===== src/rtl/muldiv_pkg.sv =====
// Shared encodings and defaults for the iterative multiply/divide unit.
package muldiv_pkg;

  localparam int unsigned DEF_DATA_WIDTH = 32;

  typedef enum logic [2:0] {
    OP_MULT  = 3'b000,
    OP_MULTU = 3'b001,
    OP_DIV   = 3'b010,
    OP_DIVU  = 3'b011,
    OP_MTHI  = 3'b100,
    OP_MTLO  = 3'b101
  } op_e;

  typedef enum logic [1:0] {
    ST_IDLE = 2'd0,
    ST_RUN  = 2'd1,
    ST_FIX  = 2'd2
  } state_e;

endpackage


===== src/rtl/muldiv_negate.sv =====
// Conditional two's-complement negate; used for operand magnitudes and result sign fixup.
module muldiv_negate #(
  parameter int unsigned WIDTH = 32
) (
  input  logic [WIDTH-1:0] i_val,
  input  logic             i_en,
  output logic [WIDTH-1:0] o_val
);

  // Pass through or negate depending on the enable.
  always_comb begin
    o_val = i_en ? -i_val : i_val;
  end

endmodule


===== src/rtl/muldiv_unit.sv =====
// Iterative MULT/MULTU/DIV/DIVU engine owning the HI/LO registers, plus MTHI/MTLO.
module muldiv_unit
  import muldiv_pkg::*;
#(
  parameter int unsigned DATA_WIDTH = DEF_DATA_WIDTH
) (
  input  logic                  clk,
  input  logic                  reset,
  input  logic                  start,
  input  logic [2:0]            op,
  input  logic [DATA_WIDTH-1:0] a,
  input  logic [DATA_WIDTH-1:0] b,
  output logic                  busy,
  output logic                  done,
  output logic [DATA_WIDTH-1:0] hi,
  output logic [DATA_WIDTH-1:0] lo
);

  localparam int unsigned W     = DATA_WIDTH;
  localparam int unsigned CNT_W = $clog2(DATA_WIDTH);

  state_e           r_state, w_state_nxt;
  logic [CNT_W-1:0] r_cnt;
  logic [W-1:0]     r_acc;      // product high half / partial remainder
  logic [W-1:0]     r_sr;       // multiplier shifting out / quotient shifting in
  logic [W-1:0]     r_opnd;     // multiplicand / divisor magnitude
  logic             r_is_div, r_neg_res, r_neg_rem, r_div0, r_done;
  logic [W-1:0]     r_hi, r_lo;

  logic             w_busy, w_load, w_last, w_signed, w_muldiv, w_ge;
  logic [W-1:0]     w_abs_a, w_abs_b, w_diff, w_quot, w_rem;
  logic [W:0]       w_sum, w_shift;
  logic [2*W-1:0]   w_prod;

  assign w_muldiv = ~op[2];
  assign w_signed = ~op[0];
  assign w_last   = (r_cnt == CNT_W'(W - 1));

  // Multiply step: add multiplicand when multiplier LSB is set; carry lands in bit W.
  assign w_sum   = {1'b0, r_acc} + {1'b0, (r_sr[0] ? r_opnd : '0)};
  // Divide step: shift dividend MSB into the remainder, then trial-subtract.
  assign w_shift = {r_acc, r_sr[W-1]};
  assign w_ge    = (w_shift >= {1'b0, r_opnd});
  // When the trial succeeds the true difference is below the divisor, so W bits hold it.
  assign w_diff  = w_shift[W-1:0] - r_opnd;

  muldiv_negate #(.WIDTH(W)) u_abs_a (
    .i_val(a), .i_en(w_signed & a[W-1]), .o_val(w_abs_a)
  );
  muldiv_negate #(.WIDTH(W)) u_abs_b (
    .i_val(b), .i_en(w_signed & b[W-1]), .o_val(w_abs_b)
  );
  muldiv_negate #(.WIDTH(2*W)) u_fix_prod (
    .i_val({r_acc, r_sr}), .i_en(r_neg_res), .o_val(w_prod)
  );
  muldiv_negate #(.WIDTH(W)) u_fix_quot (
    .i_val(r_sr), .i_en(r_neg_res), .o_val(w_quot)
  );
  muldiv_negate #(.WIDTH(W)) u_fix_rem (
    .i_val(r_acc), .i_en(r_neg_rem), .o_val(w_rem)
  );

  // State register.
  always_ff @(posedge clk or posedge reset) begin
    if (reset) r_state <= ST_IDLE;
    else       r_state <= w_state_nxt;
  end

  // Next-state and busy decode; starts are only honoured in IDLE.
  always_comb begin
    w_state_nxt = r_state;
    w_busy      = 1'b0;
    w_load      = 1'b0;
    case (r_state)
      ST_IDLE: begin
        if (start && w_muldiv) begin
          w_load      = 1'b1;
          w_state_nxt = ST_RUN;
        end
      end
      ST_RUN: begin
        w_busy = 1'b1;
        if (w_last) w_state_nxt = ST_FIX;
      end
      ST_FIX: begin
        w_busy      = 1'b1;
        w_state_nxt = ST_IDLE;
      end
      default: w_state_nxt = ST_IDLE;
    endcase
  end

  // Operand latch, iteration datapath, HI/LO writeback and done pulse.
  always_ff @(posedge clk or posedge reset) begin
    if (reset) begin
      r_cnt     <= '0;
      r_acc     <= '0;
      r_sr      <= '0;
      r_opnd    <= '0;
      r_is_div  <= 1'b0;
      r_neg_res <= 1'b0;
      r_neg_rem <= 1'b0;
      r_div0    <= 1'b0;
      r_done    <= 1'b0;
      r_hi      <= '0;
      r_lo      <= '0;
    end else begin
      r_done <= (r_state == ST_FIX);
      if (w_load) begin
        r_cnt     <= '0;
        r_acc     <= '0;
        r_is_div  <= op[1];
        r_neg_res <= w_signed & (a[W-1] ^ b[W-1]);
        r_neg_rem <= w_signed & op[1] & a[W-1];
        r_div0    <= op[1] & (b == '0);
        // Dividend / multiplier goes to the shift register, the other operand stays fixed.
        if (op[1]) begin
          r_sr   <= w_abs_a;
          r_opnd <= w_abs_b;
        end else begin
          r_sr   <= w_abs_b;
          r_opnd <= w_abs_a;
        end
      end else if (r_state == ST_IDLE && start) begin
        if (op == OP_MTHI)      r_hi <= a;
        else if (op == OP_MTLO) r_lo <= a;
      end else if (r_state == ST_RUN) begin
        r_cnt <= r_cnt + 1'b1;
        if (r_is_div) begin
          r_acc <= w_ge ? w_diff : w_shift[W-1:0];
          r_sr  <= {r_sr[W-2:0], w_ge};
        end else begin
          r_acc <= w_sum[W:1];
          r_sr  <= {w_sum[0], r_sr[W-1:1]};
        end
      end else if (r_state == ST_FIX && !r_div0) begin
        if (r_is_div) begin
          r_hi <= w_rem;
          r_lo <= w_quot;
        end else begin
          {r_hi, r_lo} <= w_prod;
        end
      end
    end
  end

  assign busy = w_busy;
  assign done = r_done;
  assign hi   = r_hi;
  assign lo   = r_lo;

endmodule


===== config.mk =====
export PLATFORM = sky130hd
export DESIGN_NAME = muldiv_unit
export DESIGN_NICKNAME = d
export VERILOG_FILES = /design/src/rtl/muldiv_pkg.sv /design/src/rtl/muldiv_negate.sv /design/src/rtl/muldiv_unit.sv
export SDC_FILE = /design/constraint.sdc
export NUM_CORES = 1
export LEC_CHECK = 0
export CELL_PAD_IN_SITES_DETAIL_PLACEMENT = 0
export CELL_PAD_IN_SITES_GLOBAL_PLACEMENT = 1
export CORE_ASPECT_RATIO = 0.7
export CORE_MARGIN = 8
export CORE_UTILIZATION = 40
export DETAILED_ROUTE_END_ITERATION = 8
export GPL_TIMING_DRIVEN = 0
export MAX_ROUTING_LAYER = met4
export PLACE_DENSITY_LB_ADDON = 0.1
export SLEW_MARGIN = 5
export SYNTH_ARGS = -nofsm -noshare
export SYNTH_HDL_FRONTEND = slang
export SYNTH_SLANG_ARGS = --single-unit

===== constraint.sdc =====
create_clock -name clk -period 8.7 [get_ports clk]
set_input_delay 2.175 -clock clk [delete_from_list [all_inputs] [get_ports clk]]
set_output_delay 2.175 -clock clk [all_outputs]
set_load 0.02 [all_outputs]

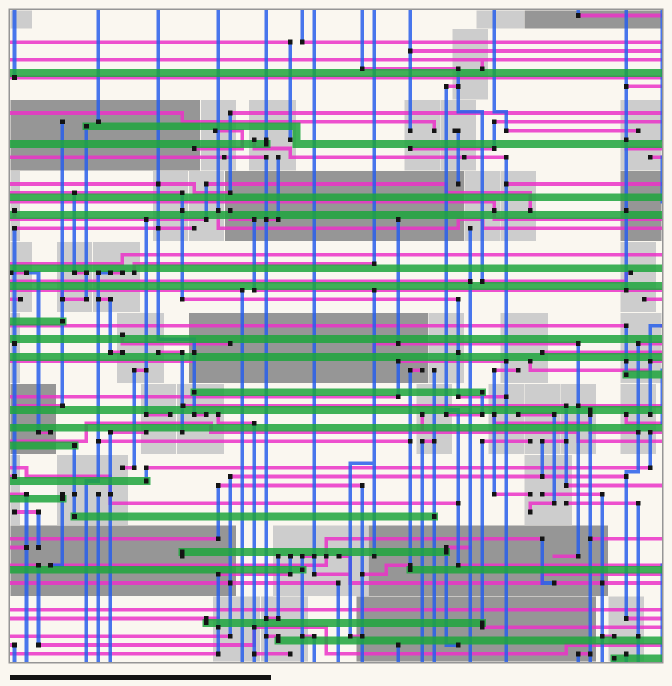
Figure 1: run 1, a small window of the routed layout.
Bar = 10 µm. Region (110, 41) to (135, 66) µm. Cells in grey, sequential cells in the stronger grey; small squares are vias.
legend:
  metal 3:
    colour: green
  metal 1:
    colour: magenta
  metal 2:
    colour: blue
sequential cells in the window: 6
netlist names of flops here include: r_acc (4), r_opnd (2)
most frequent: clkbuf_1 (10), dfrtp_1 (6)
cells with their middle in the window: 37

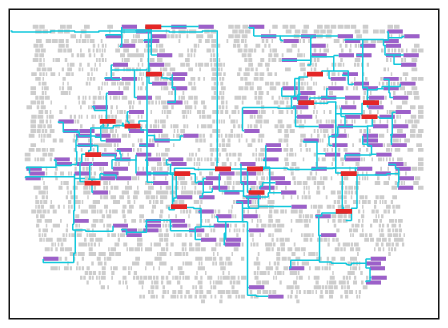
Figure 2: run 1, clock distribution.
legend:
  clock wires:
    colour: cyan
    length: 2680 µm
  flip-flops:
    colour: purple
    count: 172
  clock drivers:
    colour: red
    count: 17
routed clock nets: 18
Setup Skew: 0.0161 ns
clk_lat worst skew: 0.46 ns
Clk pwr share: 11.9%
Clk power: 0.824 mW

==> impl_metrics.ini, run 1 <==
; flow metrics
[clock_network]
clock-sinks = 172
cts_tree = done
clkTransAtPathRegs_ns = 0.08
cts_made_buffers = 17
htreeDepth = 4
postCtsSetupBuffers = 0
post_cts_resized = 0
cts.hold.buffers_added = 0

[worst_setup_path]
crit_path_max_incr_delay_ns = 0.98
path_buffers = 4
cp_max_fo = 10
startpoint = start
r2r_start = r_acc[16]
path_class = in2reg
crit_path_top_delay_cell = nor2_1
cp-end-kind = register
required_ns = 9.08
crit_chain = clkdlybuf4s50_1, clkbuf_1, nand2_1, and2_1, clkbuf_1, nor2_1, clkbuf_1, a22oi_1, o21ai_0
rrSetupSlack_ns = 3.67
critPathLaunchType = primary input

[final_layout]
drive_gt1_share_pct = 2.78
fin_nets = 2217
syn2layout_area_growth_pct = 17.5
fill_cells = 3733

[final_timing]
relSlewSlack_pct = 18.3
hold_viol = 0
rsz0062_at_grt = false
layout_min_cycle_time_ns = 5.48
setup_violations = 0
worstMarginPinSlew_ns = 1.22
fin_setup_tns_ns = 0

[die]
dieWidth_um = 246
fp_util_pct = 40.2
die-area_mm2 = 0.0435

[synthesis]
yosysWarnings = 0
synth_area_per_cell_um2 = 7.71
yosys-stat-cells = 1919
syn-num-nets = 2064
ys_types = 73
synth-main-ff-cell = dfrtp_1
async_flop_share_pct = 100
edf_count = 0
ys.flops = 172
synth_cells = 1919
netlist_area_mm2 = 0.0148
ys_area_mm2 = 0.0148

[run_status]
outcome = finished, final reports clean

[routing]
drtPass1Iterations = 5
drtAntennaViolNets = 0
routed_wl_mm = 66.4

[placement]
post-place-ws_ns = 2.83
io_buffers = 133
place.gp.congestion = 0.981

[pwr]
power.density_mw_per_mm2 = 397
irDropWorstVdd_mv = 0.153

[worst_hold_path]
hp-start = hi[31]
hold_path.class = reg2reg

[grt]
grt_first_pass_wirelength_mm = 97.5
grtUsageTotal_pct = 30.8
overflow = 0

[run]
maxCapViolCount = 0
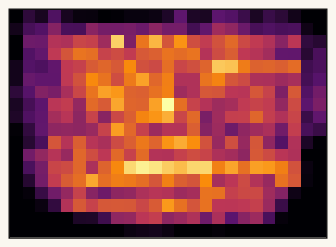
Figure 3: run 1, wiring heat map.
The die is cut into 25 by 18 equal tiles; black is low, pale yellow is high, scaled to the fullest tile. Values are wire area over tile area, all layers added.
densest ninth of the die: centre
nearly empty tiles: 13%
emptiest ninth of the die: lower left

run 1: placed cells by master (no fill, tap or decap), types with 5 or more instances in the layout:
master and instances:
and3_1 18, clkbuf_16 17, a22o_1 17, clkbuf_1 108
dfrtp_1 172, o21bai_1 6, nor2b_1 10, a211oi_1 9
mux2i_1 65, a21oi_1 172, o21a_1 10, nand3_1 23
inv_6 6, or3_1 18, a221oi_1 6, ha_1 73
buf_1 9, nor4_1 17, a31oi_1 13, or2_2 9
o221ai_1 24, and2_1 5, xor2_1 74, nand4_1 17
nor2_1 175, nor3_1 36, or4_1 14, o41ai_1 11
o31ai_1 36, a21o_1 33, xnor2_1 102, o21ai_0 216
nand2_1 250, inv_1 63, a22oi_1 6, o211ai_1 23
nand2b_1 12, and4_1 5, clkdlybuf4s50_1 133
run 1: registers in the layout (all words and copies together) (netlist names):
register and count:
hi 32, lo 32, r_acc 32, r_opnd 32
r_sr 32, r_cnt 5, r_state 2, done 1
r_div0 1, r_is_div 1, r_neg_rem 1, r_neg_res 1
run 1: synthesized netlist by cell type, drive strengths merged (18+ instances only):
cell type,instances,area [µm²]
inv,64,240
a21oi,172,861
a21o,33,248
o31ai,36,270
xor2,74,648
nor2,175,657
xnor2,102,893
or3,18,113
nand3,23,115
o21ai,218,1090
nand2,250,938
dfrtp,172,4300
nor3,36,180
mux2i,65,651
o221ai,24,210
ha,73,913
o211ai,23,173
and3,18,113
clkbuf,109,410
run 1: final cells by class:
cell class	instances	area [µm²]	share of cell area, %
multi-input combinational	1560	9780	56.2
sequential	172	4300	24.8
timing repair buffer	134	1360	7.82
tap	488	611	3.51
buffer	123	482	2.77
clock buffer	17	425	2.45
inverter	64	248	1.42
clock inverter	14	176	1.01
antenna	1	2.50	0.0144
run 1: how the worst min path moves through the flow:
stage	to	slack, ns	cells after the start
2_1_floorplan	r_div0	0.44	2
3_3_place_gp	hi[7]	0.46	2
4_1_cts	lo[17]	0.49	2
5_1_grt	hi[8]	0.50	2
3_5_place_dp	lo[17]	0.47	2
6_report	hi[31]	0.48	2
run 1: per-layer routing:
metal / global-route usage, % / vias up / share of wire (%)
met5: - / - / 0
met4: 7.61 / 0 / 1.9
met3: 6.94 / 69 / 11
met2: 40.3 / 881 / 39
met1: 46.4 / 7708 / 48
li1: - / 7168 / -
run 1: metrics by stage:
step	std cells	cell area (µm²)	hold WS, ns	util [%]
2_1_floorplan	1919	14800	0.441	-
3_3_place_gp	2540	16700	0.462	45.4
3_5_place_dp	2541	16800	0.470	45.6
4_1_cts	2572	17400	0.487	47.2
5_1_grt	2572	17400	0.505	47.2
6_report	2573	17400	0.482	47.2
run 1: cells by family (layout without fill, tap and decap cells):
logic type      after synthesis  after routing  synth area share, %
simple gates                630            630                 19.5
compound gates              614            614                 25.2
buf+inv                     187            352                 4.88
xor+xnor                    176            176                 10.4
flops                       172            172                 29.1
fa+ha+maj                    75             75                 6.44
mux                          65             65                 4.40
other cells                   0              1                    0
run 1: where the power goes:
part / internal, mW / switching [mW]
combinational: 1.68 / 2.81
sequential: 1.13 / 0.458
clock: 0.435 / 0.389
total: 3.25 / 3.66
Figure 4. Placed standard cells (run 1).
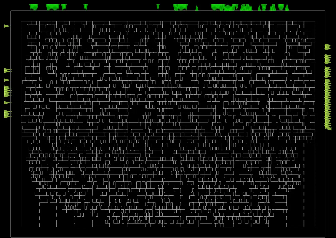

==> inputs of run 2 (changes only) <==
clock period = 4.6 ns   (was 8.7 ns; I/O delays follow)
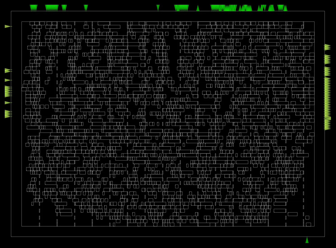
Figure 5: run 2, placed standard cells.
num tapcells: 488
register share of the cell area: 24.6%

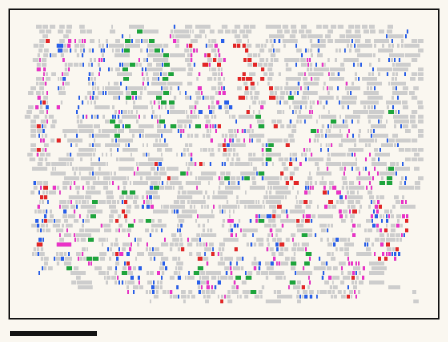
Figure 6: run 2, gate families picked out.
Bar = 50 µm.
legend:
  multiplexers:
    colour: green
    cells: 65
    most_used: mux2i_1
  AND and OR gates:
    colour: red
    cells: 78
    where: spread over the die
  NAND gates:
    colour: blue
    cells: 307
    most_used: nand2_1
    where: spread over the die
  NOR gates:
    colour: magenta
    cells: 245
    most_used: nor2_1
    where: spread over the die

==> run 2 against run 1 <==
Register-to-register slack lost 3.5 ns. Combinational power is about 90% higher. Sequential share of layout area fell by 0.13 points. Clock power increased by 86%. Cell count increased by 0.19%. Global-route usage is 0.26 points higher. Clock-buffer cell count is the same. Via count decreased by 1.0%. Final area grew 0.54%. Die area unchanged. Largest cell class unchanged.
==> impl_metrics.ini, run 2 <==
; flow metrics
[run_status]
outcome = finished, final reports clean

[placement]
post-place-ws_ns = -0.205
place_hpwl_mm = 54.2
dpl-instance-area_mm2 = 0.0169
io_buffers = 133
place.gp.congestion = 0.968

[run]
maxCapViolCount = 0
warnings = 28

[synthesis]
top_cells_by_area = dfrtp_1 29%, o21ai_0 7.3%, nand2_1 6.3%
synth_cells = 1919
yosys.area.top_type = dfrtp_1
netlist_area_mm2 = 0.0148
ys.flops = 172
synth_area_per_cell_um2 = 7.71
synthTopCellsByCount = 250 x nand2_1, 216 x o21ai_0, 175 x nor2_1
yosysWarnings = 0
async_flop_share_pct = 100
yosysTopAreaCellShare_pct = 29.1
synth-main-ff-cell = dfrtp_1
syn-num-nets = 2064
ys_seq_share_pct = 29.1
ys_types = 73
most_common_cell = nand2_1
edf_count = 0
yosys-stat-cells = 1919
ys_area_mm2 = 0.0148

[routing]
drt_iter0_drc = 1800
drc_errors = 0
drtPass1Iterations = 5
wl_per_cell_um = 25.9
drtAntennaViolNets = 0
routed_wl_mm = 66.8
via_per_inst = 6.08

[worst_setup_path]
crit_path_max_incr_delay_ns = 0.94
path_buffers = 4
cp_top_family = buffers and inverters
path_class = in2reg
cp-end-kind = register
crit_chain = clkdlybuf4s50_1, clkbuf_1, nand2_1, and2_1, clkbuf_1, nor2_1, clkbuf_1, nand2_1, o221ai_1
required_ns = 4.95
cp_max_fo = 10
crit_path_top_delay_cell = nor2_1
critPathLaunchType = primary input
crit_arrival_ns = 4.78

[final_timing]
relSlewSlack_pct = 22.7
hold_slack_ns = 0.481
setup_slack_ns = 0.167
slew_violations = 0
worstMarginPinSlew_ns = 1.16
setup_violations = 0
fin_setup_tns_ns = 0
rsz0062_at_grt = false
finClkSkew_ns = 0.0112
layout_min_cycle_time_ns = 4.43
hold_viol = 0

[final_layout]
logic_area_mm2 = 0.00981
fill_cells = 3735
drive_gt1_share_pct = 3.35
fin_util_pct = 47.5
final_cell_mix = 250 x nand2_1, 214 x o21ai_0, 174 x nor2_1, 172 x a21oi_1, 172 x dfrtp_1
fin_nets = 2221
layout.cells.most_common = nand2_1
fin_area_mm2 = 0.0175
regArea_mm2 = 0.00430
syn2layout_area_growth_pct = 18.1

[grt]
antenna_found_initial = 1
grt_pass1_vias = 14800
grt_first_pass_wirelength_mm = 98.4
grtUsageTotal_pct = 31.0
grt_max_degree = 38
overflow = 0

[clock_network]
cts_made_buffers = 17
clk_latency_ns = 0.46
clock-sinks = 172
cts_max_path_buffers = 2
cts_tree = done
clkTransAtPathRegs_ns = 0.08
htreeDepth = 4
postCtsSetupBuffers = 0

[die]
ios = 136
dieWidth_um = 246
die-area_mm2 = 0.0435
fp_util_pct = 40.2
die_h_um = 177
core_mm2 = 0.0368
rows = 59

[pwr]
irDropWorstVdd_mv = 0.290
power.leakage_nw = 7.48
power.density_mw_per_mm2 = 749

[worst_hold_path]
hold_path.class = reg2reg
-- run 2: cell count changes in the layout (fill, tap and decap cells not counted), moves of 2 or more --
cell,before,now
o21ai_0,216,214
inv_8,3,6
clkbuf_2,1,5
clkbuf_1,108,104
buf_12,0,5
o21ai_1,2,4
-- run 2: routing by layer --
metal	global-route usage [%]	wire length [µm]
met2	42.0	26500
met3	7.54	7780
met1	46.3	31700
met5	-	0
met4	5.17	870
-- run 2: worst reg2reg max path, delay by kind of cell (launching register included) --
| family | cells | cell delay, ns |
|---|---|---|
| buffers and inverters | 2 | 0.74 |
| AND/OR/NAND/NOR | 3 | 0.74 |
| AND-OR/OR-AND | 6 | 1.89 |
| adder cells (fa/ha/maj) | 1 | 0.37 |
| flip-flops | 1 | 0.55 |
-- run 2: area by class of cell --
type | count | share of cell area (%)
Antenna cell | 1 | 0.0143
Buffer | 123 | 2.78
Clock buffer | 17 | 2.43
Clock inverter | 15 | 0.952
Inverter | 64 | 1.40
Multi-Input combinational cell | 1560 | 56.1
Sequential cell | 172 | 24.6
Tap cell | 488 | 3.49
Timing Repair Buffer | 138 | 8.19
-- run 2: worst paths after layout --
path	endpoint	slack, ns	from	cells past startpoint
max	r_acc[26]	0.17	start	9
min	hi[24]	0.48	hi[24]	2
max reg2reg	r_acc[31]	0.19	r_sr[0]	12
min reg2reg	hi[24]	0.48	hi[24]	2
max in group asynchronous	r_opnd[21]	2.19	reset	6
min in group asynchronous	hi[23]	1.11	reset	2
-- run 2: kinds of logic (layout without fill, tap and decap cells) --
group,after synthesis,count (layout),share of synthesized area (%)
mux,65,65,4.40
compound gates,614,614,25.2
other cells,0,1,0
flops,172,172,29.1
simple gates,630,630,19.5
fa+ha+maj,75,75,6.44
xor+xnor,176,176,10.4
buf+inv,187,357,4.88
-- run 2: through the flow --
| stage | instances | power [mW] |
|---|---|---|
| floorplan | 1919 | 8.25 |
| global placement | 2540 | 11.2 |
| detailed placement | 2545 | 11.3 |
| CTS | 2577 | 12.9 |
| global route | 2577 | 13.9 |
| finish | 2578 | 13.1 |
-- run 2: report_power, final --
part	switching (mW)	leakage (nW)	internal (mW)
logic	5.35	4.99	3.19
registers	0.868	2.20	2.14
clock network	0.751	0.291	0.779
total	6.97	7.48	6.11
-- run 2: repair_timing --
item,4_1_cts,5_1_grt
hold buffers,0,0
cloned,0,0
endpoints found under the setup margin,9,30
resized,3,11
No activity file was given, so power comes from the tool's default toggle rates.
